$ cat config.mk
export PLATFORM = sky130hd
export DESIGN_NAME = rtc_time_base
export DESIGN_NICKNAME = d
export VERILOG_FILES = /design/src/rtl/rtc_pkg.sv /design/src/rtl/bcd_mod_counter.sv /design/src/rtl/rtc_time_base.sv
export SDC_FILE = /design/constraint.sdc
export NUM_CORES = 1
export LEC_CHECK = 0
export ABC_CLOCK_PERIOD_IN_PS = 2370
export CAP_MARGIN = 25
export CORE_UTILIZATION = 30
export DETAILED_ROUTE_END_ITERATION = 6
export PLACE_DENSITY = 0.57
export SYNTH_ARGS = -nofsm -noshare
export SYNTH_HDL_FRONTEND = slang
export SYNTH_SLANG_ARGS = --single-unit
$ cat constraint.sdc
create_clock -name clk -period 2.37 [get_ports clk]
set_input_delay 0.474 -clock clk [delete_from_list [all_inputs] [get_ports clk]]
set_output_delay 0.474 -clock clk [all_outputs]
set_load 0.005 [all_outputs]
$ cat src/rtl/rtc_pkg.sv
// Shared types and constants for the RTC time base: two-digit BCD values
// and the validity check applied to time-set requests.
package rtc_pkg;

  typedef logic [7:0] bcd8_t;

  localparam bcd8_t BCD_59 = 8'h59;
  localparam bcd8_t BCD_23 = 8'h23;
  localparam bcd8_t BCD_12 = 8'h12;
  localparam bcd8_t BCD_01 = 8'h01;

  // Both nibbles must be decimal digits; for valid BCD the binary compare
  // against max orders the same way as the decimal values.
  function automatic logic bcd_valid(input bcd8_t v, input bcd8_t max);
    return (v[7:4] <= 4'd9) && (v[3:0] <= 4'd9) && (v <= max);
  endfunction

endpackage

$ cat src/rtl/bcd_mod_counter.sv
// Two-digit BCD counter running MIN..MAX with synchronous load; wrap is a
// combinational flag marking the increment that returns the count to MIN.
module bcd_mod_counter
  import rtc_pkg::*;
#(
  parameter bcd8_t MIN     = 8'h00,
  parameter bcd8_t MAX     = BCD_59,
  parameter bcd8_t RST_VAL = MIN
) (
  input  logic  clk,
  input  logic  rst,
  input  logic  inc,
  input  logic  load,
  input  bcd8_t load_val,
  output bcd8_t q,
  output logic  wrap
);

  bcd8_t r_q;

  // NOTE: state registers use non-blocking assignments so every flop in the
  // design samples pre-edge values, independent of process evaluation order.
  always_ff @(posedge clk or posedge rst) begin
    if (rst) begin
      r_q <= RST_VAL;
    end else if (load) begin
      r_q <= load_val;
    end else if (inc) begin
      if (r_q == MAX)
        r_q <= MIN;
      else if (r_q[3:0] == 4'd9)
        r_q <= {r_q[7:4] + 4'd1, 4'd0};
      else
        r_q <= r_q + 8'd1;
    end
  end

  assign q    = r_q;
  assign wrap = inc && (r_q == MAX);

endmodule

$ cat src/rtl/rtc_time_base.sv
// Prescaled time-of-day base: divides clk to a tick and keeps a BCD
// hh:mm:ss count (24h or 12h with pm flag) with run/pause and time-set.
module rtc_time_base
  import rtc_pkg::*;
#(
  parameter int CLK_HZ   = 50_000_000,
  parameter int TICK_HZ  = 1,
  parameter int CNT_W    = 26,
  parameter int MODE_12H = 0
) (
  input  logic       clk,
  input  logic       rst,
  input  logic       run,
  input  logic       set_en,
  input  logic [7:0] set_h,
  input  logic [7:0] set_m,
  input  logic [7:0] set_s,
  input  logic       set_pm,
  output logic [7:0] hh,
  output logic [7:0] mm,
  output logic [7:0] ss,
  output logic       pm,
  output logic       tick,
  output logic       min_wrap,
  output logic       day_wrap,
  output logic       set_err
);

  localparam int             DIV    = CLK_HZ / TICK_HZ;
  localparam logic [CNT_W-1:0] P_LAST = CNT_W'(DIV - 1);
  localparam logic           IS_12H = (MODE_12H != 0);
  localparam bcd8_t          H_MIN  = IS_12H ? BCD_01 : 8'h00;
  localparam bcd8_t          H_MAX  = IS_12H ? BCD_12 : BCD_23;
  localparam bcd8_t          H_RST  = IS_12H ? BCD_12 : 8'h00;

  generate
    if (DIV < 2 || (CLK_HZ % TICK_HZ) != 0) begin : g_bad_div
      $error("rtc_time_base: CLK_HZ/TICK_HZ must be an integer >= 2");
    end
    if (longint'(DIV) > (longint'(1) << CNT_W)) begin : g_bad_cnt_w
      $error("rtc_time_base: CNT_W too narrow for CLK_HZ/TICK_HZ");
    end
  endgenerate

  logic [CNT_W-1:0] r_p;
  logic             r_pm, r_tick, r_min_wrap, r_day_wrap, r_set_err;
  bcd8_t            w_ss, w_mm, w_hh;
  logic             w_set_ok, w_load, w_adv;
  logic             w_s_wrap, w_m_wrap, w_h_wrap, w_pm_flip, w_day;

  // In 12h mode hour 00 is illegal, which is the only lower-bound case.
  assign w_set_ok = bcd_valid(set_s, BCD_59) && bcd_valid(set_m, BCD_59) &&
                    bcd_valid(set_h, H_MAX) && (!IS_12H || set_h != 8'h00);
  assign w_load   = set_en && w_set_ok;
  assign w_adv    = run && !set_en && (r_p == P_LAST);

  always_ff @(posedge clk or posedge rst) begin
    if (rst)
      r_p <= '0;
    else if (w_load)
      r_p <= '0;
    else if (run && !set_en)
      r_p <= w_adv ? '0 : r_p + CNT_W'(1);
  end

  bcd_mod_counter #(.MIN(8'h00), .MAX(BCD_59), .RST_VAL(8'h00)) u_ss (
    .clk(clk), .rst(rst), .inc(w_adv), .load(w_load), .load_val(set_s),
    .q(w_ss), .wrap(w_s_wrap)
  );

  bcd_mod_counter #(.MIN(8'h00), .MAX(BCD_59), .RST_VAL(8'h00)) u_mm (
    .clk(clk), .rst(rst), .inc(w_s_wrap), .load(w_load), .load_val(set_m),
    .q(w_mm), .wrap(w_m_wrap)
  );

  bcd_mod_counter #(.MIN(H_MIN), .MAX(H_MAX), .RST_VAL(H_RST)) u_hh (
    .clk(clk), .rst(rst), .inc(w_m_wrap), .load(w_load), .load_val(set_h),
    .q(w_hh), .wrap(w_h_wrap)
  );

  // 12h: the 11 -> 12 step flips am/pm; the day ends on the pm -> am flip.
  assign w_pm_flip = IS_12H && w_m_wrap && (w_hh == 8'h11);
  assign w_day     = IS_12H ? (w_pm_flip && r_pm) : w_h_wrap;

  always_ff @(posedge clk or posedge rst) begin
    if (rst) begin
      r_pm       <= 1'b0;
      r_tick     <= 1'b0;
      r_min_wrap <= 1'b0;
      r_day_wrap <= 1'b0;
      r_set_err  <= 1'b0;
    end else begin
      if (w_load)
        r_pm <= IS_12H && set_pm;
      else if (w_pm_flip)
        r_pm <= !r_pm;
      r_tick     <= w_adv;
      r_min_wrap <= w_s_wrap;
      r_day_wrap <= w_day;
      r_set_err  <= set_en && !w_set_ok;
    end
  end

  assign hh       = w_hh;
  assign mm       = w_mm;
  assign ss       = w_ss;
  assign pm       = r_pm;
  assign tick     = r_tick;
  assign min_wrap = r_min_wrap;
  assign day_wrap = r_day_wrap;
  assign set_err  = r_set_err;

endmodule
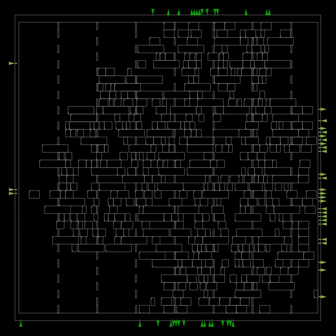
*Cell placement*
Flop Count: 54
placement row count: 38
fillers: 1085

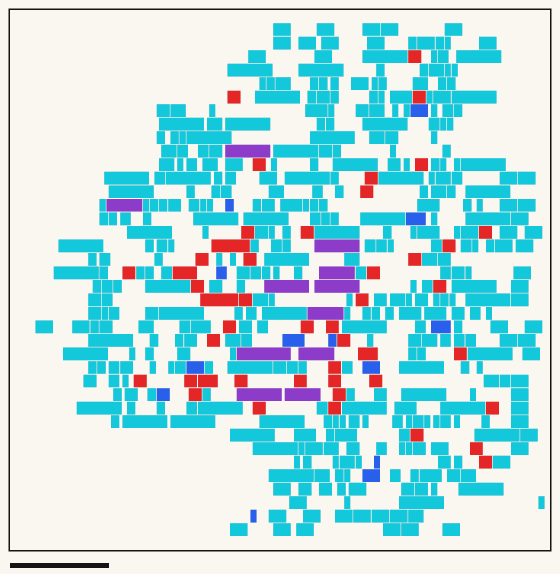
*Cell sizes after repair*
Bar = 20 um.
Key: blue = x2 [cells 13, share 2.7%]; cyan = x1 and smaller [cells 409, share 85%]; red = x3 and x4 [cells 46, share 9.6%]; purple = x6 and larger [cells 11, share 2.3%]

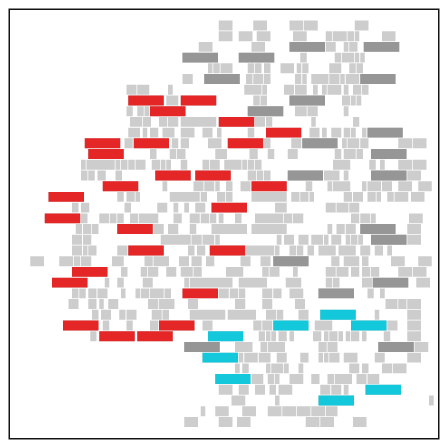
*Sequential cells grouped by signal name*
Other sequential cells in the stronger gray, the rest of the logic in the fainter gray.
Key: red = r_p [placed flops 26]; cyan = u_mm.q [placed flops 8]
power in sequential cells: 1.14 mW
final design utilization: 41.97%
Seq area share: 29.32%

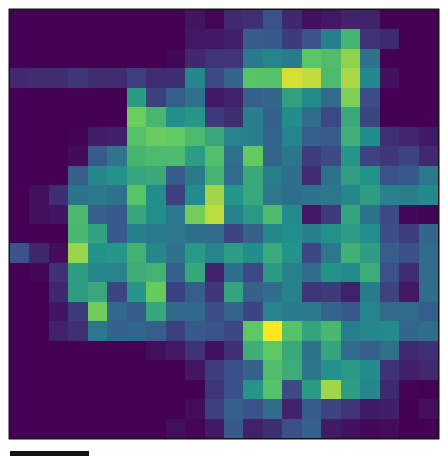
*Routed metal per tile*
Bar = 20 um. 22 x 22 tiles, from dark purple (low) to yellow (high), scaled to the fullest tile. Values are wire area over tile area, all layers added.
The fullest tile reaches 0.46. The densest ninth of the die: middle. 27% of the tiles are nearly empty. The mean over all tiles is 0.12.

==> qor.txt <==
Via count - 3300
Register bit total from synthesis - 54
Slew margin rel. - 60.65%
Cell Area, Synth - 3412 um2
Port buffer count - 55
Min cycle time layout - 2282 ps
Area leader share - 39.60%
Peak supply drop - 312.5 uV
Core ar. - 10980 um2
Vias per inst - 5.331
Status - finished, final reports clean
Synth Seq Share - 39.60%
Hpwl dp - 6.850 mm
I/O pin total - 58
Vias in the first global route - 3276
Nets - 518
Clk sink count - 54
Pwr Total - 2.428 mW
Final hold vios - 0
Clk_lat worst skew - 290 ps
Worst Skew - 9.379 ps
Most numerous logic cell after layout - clkdlybuf4s50_1
Post-Syn Nets - 431
Total wire length - 9.368 mm
Chip Area, Yosys - 3412 um2
First-pass GRT wire length - 15.43 mm
First-pass DRT Iterations - 4
Period Utilization, post-route - 96.27%
Hold WC Path Type - primary input to async pin
Num CTS Buffers - 5
Pleak - 1.866 nW
Worst slew pin tran - 585.8 ps
Pwr per Cell Area - 526.8 nW/um2
Routed length per instance - 15.13 um
Required @ worst endpoint - 2580 ps
Synthesized area per cell - 8.726 um2
RePlAce Congestion - 0.8068
Die span in y - 108.6 um
Tot GR Track Use - 16.59%
GRT overflow - 0
Slew Viols, Final - 0
-- power breakdown --
| part | internal, mW | total (mW) | switching [mW] |
|---|---|---|---|
| Clock | 0.496 | 0.842 | 0.346 |
| Combinational | 0.254 | 0.446 | 0.192 |
| Sequential | 1.02 | 1.14 | 0.125 |
-- through the flow --
stage / setup WS, ps / std cells / setup TNS, ps / area (um2) / hold slack (ps)
after global placement: -233.3 / 611 / -3418 / 4439 / 529.7
after global routing: 18.01 / 619 / 0 / 4609 / 568.4
after CTS: 59.77 / 619 / 0 / 4604 / 517.6
final: 88.43 / 619 / 0 / 4609 / 503.4
after floorplan: 141.5 / 391 / 0 / 3412 / 500.5
after detailed placement: -231.2 / 611 / -3472 / 4439 / 542.7
-- Yosys cell counts (3+ instances only) --
master,number
or3_1,18
nand3b_1,5
o31ai_1,8
nand4_1,12
nor3_1,5
and4_1,3
xnor2_1,5
o21a_1,4
and3_1,3
dfrtp_1,54
a21boi_0,4
a21oi_1,36
nand4b_1,5
o21ai_0,30
nor2_1,26
o211ai_1,3
inv_1,18
ha_1,11
o22a_1,3
a31oi_1,12
a22o_1,3
clkbuf_1,15
nand3_1,18
mux2i_1,6
nand2_1,32
or4_1,9
-- kinds of logic (layout without fill, tap and decap cells) --
logic type	count (synthesis)	after routing	synth area share (%)
muxes	7	7	2.090
and+or+nand+nor	158	158	27.17
adders and majority gates	11	11	4.034
other	1	1	0.1099
xor gates and xnor gates	6	6	1.540
AOI/OAI and AO/OA	114	114	20.06
buffers and inverters	40	128	5.390
DFF	54	54	39.60
-- timing repair --
action	4_1_cts	5_1_grt
endpoints found under the setup margin	0	1
resized	0	1
setup buffers	0	0
hold buffers	0	0
-- flip-flops by register name (all words and copies together), names as in the netlist --
name,flops
min_wrap,1
set_err,1
u_hh.q,8
day_wrap,1
u_mm.q,8
tick,1
u_ss.q,8
r_p,26
-- final timing paths --
check	startpoint	slack [ps]	depth (start not counted)	to
max	set_h[3]	90	7	r_p[9]
min	rst	500	2	u_mm.q[5]
max reg2reg	r_p[10]	140	6	u_ss.q[4]
min reg2reg	r_p[2]	550	1	r_p[2]
max in group asynchronous	rst	1280	3	r_p[9]
min in group clk	r_p[2]	550	1	r_p[2]
-- layer usage --
layer	global-route usage [%]	routed length, um
met1	21.42	4416
met3	2.092	356
met2	29.02	4505
met4	4.537	90
met5	0	0
-- critical path, cell delays in order --
cell and delay, ps:
clkdlybuf4s50_1 460, o32ai_1 430, buf_4 210, a31oi_2 110, buf_12 170, or4_1 490
a21oi_1 150
-- cell type report --
| class | instances | area share (%) |
|---|---|---|
| Inverter | 19 | 1.547 |
| Clock inverter | 3 | 0.8686 |
| Timing Repair Buffer | 101 | 20.79 |
| Multi-Input combinational cell | 297 | 40.96 |
| Clock buffer | 5 | 2.714 |
| Tap cell | 140 | 3.800 |
| Sequential cell | 54 | 29.32 |
Power and IR drop assume default switching activity.
